**config.mk**
```make
export PLATFORM = sky130hd
export DESIGN_NAME = sensor_value_solver
export DESIGN_NICKNAME = d
export VERILOG_FILES = /design/src/rtl/sensor_value_solver.sv
export SDC_FILE = /design/constraint.sdc
export NUM_CORES = 1
export LEC_CHECK = 0
export ABC_AREA = 1
export CAP_MARGIN = 25
export CORE_MARGIN = 5
export CORE_UTILIZATION = 54
export DETAILED_ROUTE_END_ITERATION = 6
export PLACE_DENSITY = 0.81
export SLEW_MARGIN = 10
export SYNTH_ARGS = -nofsm -noshare
export SYNTH_HDL_FRONTEND = slang
export SYNTH_SLANG_ARGS = --single-unit
```
**constraint.sdc**
```tcl
create_clock -name clk -period 6 [get_ports clk]
set_input_delay 1.8 -clock clk [delete_from_list [all_inputs] [get_ports clk]]
set_output_delay 1.8 -clock clk [all_outputs]
set_load 0.02 [all_outputs]
```
**src/rtl/sensor_value_solver.sv**
```systemverilog
// Inverts T(s) = base + (coef*s)>>3 by linear search for the smallest code s with T(s) >= target.
// Result is valid k+1 cycles after start is accepted (k = returned code); start is ignored while a solve is running.
module sensor_value_solver (
   input  logic       clk,
   input  logic       rst,
   input  logic       start,
   input  logic [4:0] factoryBaseTemp,
   input  logic [3:0] factoryTempCoef,
   input  logic [7:0] targetTemp,
   output logic       busy,
   output logic       done,
   output logic [3:0] sensorValue,
   output logic       exact,
   output logic       belowBase,
   output logic       saturated
);

   typedef enum logic [1:0] {
      IDLE   = 2'd0,
      SEARCH = 2'd1,
      DONE   = 2'd2
   } solverState;

   solverState state;
   solverState nextState;

   logic [4:0] baseQ;
   logic [3:0] coefQ;
   logic [7:0] targetQ;
   logic [3:0] candidate;

   logic [7:0] product;
   logic [7:0] scaled;
   logic [7:0] tempAtCand;
   logic       hit;

   logic       loadOps;
   logic       advance;
   logic       capture;

   // Forward model on the latched operands; 15*15 fits in 8 bits, so no overflow.
   always_comb begin
      product    = {4'b0000, coefQ} * {4'b0000, candidate};
      scaled     = product >> 3;
      tempAtCand = {3'b000, baseQ} + scaled;
      hit        = (tempAtCand >= targetQ);
   end

   always_comb begin
      nextState = state;
      busy      = 1'b0;
      done      = 1'b0;
      loadOps   = 1'b0;
      advance   = 1'b0;
      capture   = 1'b0;
      case (state)
         IDLE: begin
            if (start) begin
               loadOps   = 1'b1;
               nextState = SEARCH;
            end
         end
         SEARCH: begin
            busy = 1'b1;
            if (hit || (candidate == 4'd15)) begin
               capture   = 1'b1;
               nextState = DONE;
            end else begin
               advance = 1'b1;
            end
         end
         DONE: begin
            done      = 1'b1;
            nextState = IDLE;
         end
         default: nextState = IDLE;
      endcase
   end

   always_ff @(posedge clk) begin
      if (rst) begin
         state       <= IDLE;
         baseQ       <= 5'd0;
         coefQ       <= 4'd0;
         targetQ     <= 8'd0;
         candidate   <= 4'd0;
         sensorValue <= 4'd0;
         exact       <= 1'b0;
         belowBase   <= 1'b0;
         saturated   <= 1'b0;
      end else begin
         state <= nextState;
         if (loadOps) begin
            baseQ     <= factoryBaseTemp;
            coefQ     <= factoryTempCoef;
            targetQ   <= targetTemp;
            candidate <= 4'd0;
         end else if (advance) begin
            candidate <= candidate + 4'd1;
         end
         // A miss at code 15 means T never reaches the target, so exact is necessarily 0 there.
         if (capture) begin
            sensorValue <= candidate;
            exact       <= (tempAtCand == targetQ);
            belowBase   <= (targetQ < {3'b000, baseQ});
            saturated   <= ~hit;
         end
      end
   end

endmodule
```
==> results.sh <==
# yosys + openroad results
export IMPL_synth_nets=325
export IMPL_rsz0062_at_grt="false"
export IMPL_grt_pass1_wl_mm=7.24
export IMPL_antenna_found_initial=0
export IMPL_grt_usage=0.176
export IMPL_maxSlewHeadroom=0.454
export IMPL_reg_top3="targetQ: 8 flops, baseQ: 5 flops"
export IMPL_finalHoldViolations=0
export IMPL_hpwl_mm=3.18
export IMPL_end_kind="register"
export IMPL_p_sw_mw=0.196
export IMPL_synth_cell_types=25
export IMPL_power_group_top="sequential cells"
export IMPL_syn_area_um2=2020
export IMPL_cp_num_cells=25
export IMPL_critPathMostFrequentCell="nand2_1"
export IMPL_vdd_drop_max_mv=0.161
export IMPL_grtUsageMet1=0.212
export IMPL_setup_violations=0
export IMPL_p_clk_frac=0.332
export IMPL_clock_sinks=30
export IMPL_fa_ha_area_frac=0.217
export IMPL_crit_path_max_fanout=8
export IMPL_p_seq_frac=0.393
export IMPL_grtUsageMet2=0.299
export IMPL_rrSetupSlack_ps=1260
export IMPL_first_iter_violations=102
export IMPL_crit_reg2reg_launch="candidate[3]"
export IMPL_enable_flop_cells=0
export IMPL_antenna_left=0
export IMPL_synthArstFlopShare=0
export IMPL_warnings=27
export IMPL_ys_sh_mux=0
export IMPL_cts_root_buf="clkbuf_8"
export IMPL_min_period_ps=4740
export IMPL_mostFrequentLayoutCell="inv_1"
export IMPL_cts_reportedPaths_clkPinSlew_ps=70
export IMPL_critPathCapture="sensorValue[1]"
export IMPL_cp_start_kind="register"
export IMPL_path_buffers=4
export IMPL_drv_cap=0
export IMPL_via_per_inst=4.95
export IMPL_ys_area_um2=2020
export IMPL_finalWorstSetupSlack_ps=1260
export IMPL_cp_slowest_cell="fa_1"
export IMPL_period_used=0.790
export IMPL_ctsResizeCount=0
export IMPL_p_clk_mw=0.202
export IMPL_skew_ps=6.11
export IMPL_dieArea_um2=5060
export IMPL_ys_flop_type="dfxtp_1"
export IMPL_insertion_delay_ps=280
export IMPL_post_cts_buffers=0
export IMPL_synthTopLogicFamily="adder cells"
export IMPL_grt_pass1_vias=1726
export IMPL_drv_slew=0
export IMPL_cts_buffers=5
export IMPL_met3WireLength_um=162
export IMPL_io_pins=29
export IMPL_dr_wl_met2_mm=1.97
export IMPL_syn_avg_cell_area_um2=7.40
export IMPL_top_area_cell="dfxtp_1"
export IMPL_swShare=0.322
export IMPL_grt_overflow_total=0
export IMPL_powerComb_mw=0.168
export IMPL_timing_critical_path_from="candidate[3]"
export IMPL_worstMarginPinSlew_ps=817
export IMPL_intPower_mw=0.413
export IMPL_r2r_cells=25
export IMPL_drive_gt1_frac=0.0629
export IMPL_topRoutingLayerUsed="met4"
export IMPL_largest_reg_flops=8
export IMPL_grt_max_degree=32
export IMPL_hold_class="reg2reg"
export IMPL_yosysCellCount=273
export IMPL_synthSimpleGateAreaFrac=0.208
export IMPL_p_per_area_nw_per_um2=250
export IMPL_netlist_area_leader_share=0.297
export IMPL_wl_met1_mm=1.85
export IMPL_critPathTopFamily="adder cells"
export IMPL_status="complete, no violations"
export IMPL_gp_congestion=0.802
export IMPL_finalPower_mw=0.609
export IMPL_htreeDepth=2
export IMPL_yosysWarningCount=0
export IMPL_setup_tns_ps=0
export IMPL_yosys_cell_count_top_type="inv_1"
export IMPL_required_ps=6180
export IMPL_fp_util=0.556
export IMPL_cp_arrival_ps=4920
export IMPL_cp_slowest_stage_delay_ps=540
export IMPL_drc=0
export IMPL_leakage_nw=1.28
export IMPL_grt_busiest_layer="met2"
export IMPL_critical_path_class="reg2reg"
export IMPL_cts_tree="built"
export IMPL_fmax_ghz=0.211
export IMPL_common_cells="inv_1, nand2_1, nor2_1"
export IMPL_syn_to_final_growth_pct=20.6
export IMPL_dr_pass1_iters=4
export IMPL_clockBufferDepth=2
export IMPL_xor_share=0.0390
export IMPL_most_common_layout_cells="inv_1, nand2_1, nor2_1"
export IMPL_pre_cts_ws_ps=1280
export IMPL_ys_seq_share=0.297
[area by class of cell]
cell class	instances	area, µm²
timing repair buffer	28	280
multi-input combinational	190	1210
clock buffer	5	68.8
tap	48	60.1
fill	320	1200
sequential	30	601
clock inverter	3	40.0
inverter	46	175
[worst min path at each step]
stage                     startpoint          to  slack (ps)  cells after the start
after floorplan             baseQ[0]    baseQ[0]         440                      2
after global placement     saturated   saturated         470                      2
after detailed placement   saturated   saturated         470                      2
after CTS                  saturated   saturated         480                      2
after global routing      targetQ[1]  targetQ[1]         510                      2
final                       baseQ[0]    baseQ[0]         480                      2
[stage by stage]
stage | instances | cell area, µm²
after CTS | 350 | 2430
after detailed placement | 342 | 2330
final | 350 | 2430
after global placement | 342 | 2330
after global routing | 350 | 2430
after floorplan | 273 | 2020
==> images/placement_by_type.png <==
(4 px per µm)
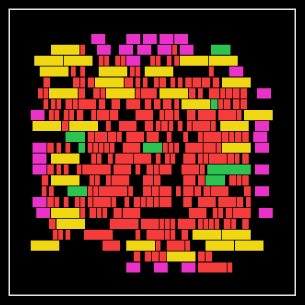
color	class	cells
red	combinational and other logic	236
yellow	flops	30
magenta	other buffers and delay cells	28
green	clock drivers and dummy loads	8
fin area: 2430 µm²
FP Rows: 22
post-layout util: 0.670
fraction of area in registers: 0.247
Core Region: 3630 µm²

==> images/wires.png <==
(6 px per µm) Only two layers are drawn.
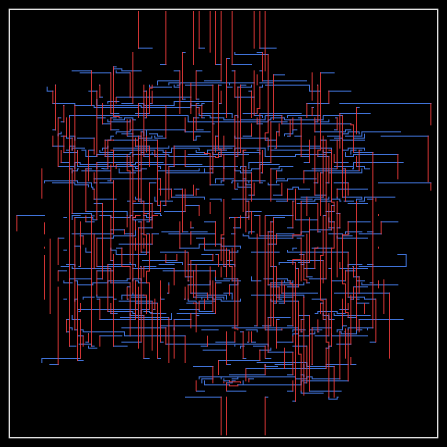
color	layer	wire length
blue	metal 1	1,850 µm
red	metal 2	1,970 µm
Via Count: 1,731
Routed WL: 4.05 mm

==> images/flops_by_reg.png <==
(8 px per µm) Other sequential cells in the stronger gray, the rest of the logic in the fainter gray.
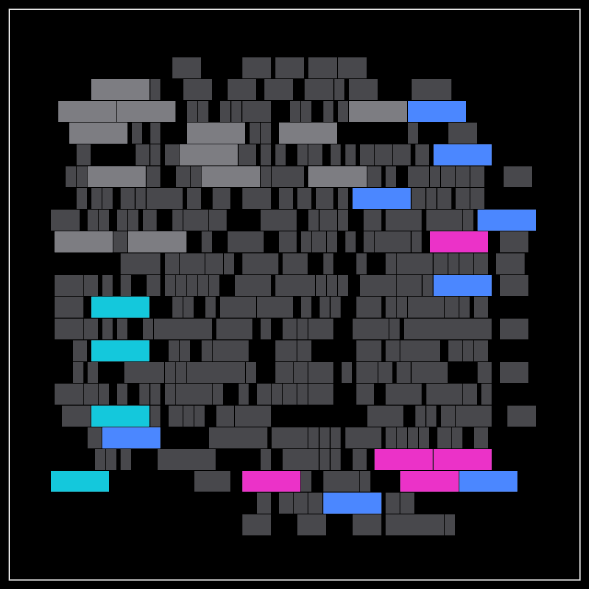
color	netlist name	placed flops
blue	targetQ	8
magenta	baseQ	5
cyan	coefQ	4
Seq group: 0.239 mW
storage element area: 601 µm²

==> images/placement.png <==
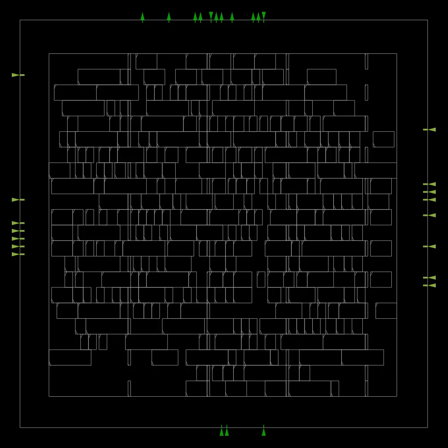
Flop Count: 30
Fill cells: 320
Tapcell Cnt: 48
final non-filler cell total: 350

==> images/layer_met3.png <==
(6 px per µm)
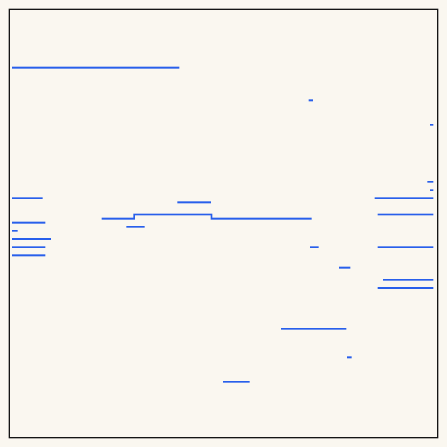
nets with wire on the layer	20
wire length on this layer	163 µm
main direction	horizontal
longest straight run	27.6 µm
met3 GRT Util: 0.0455

Power is estimated from default activity; no workload was simulated.
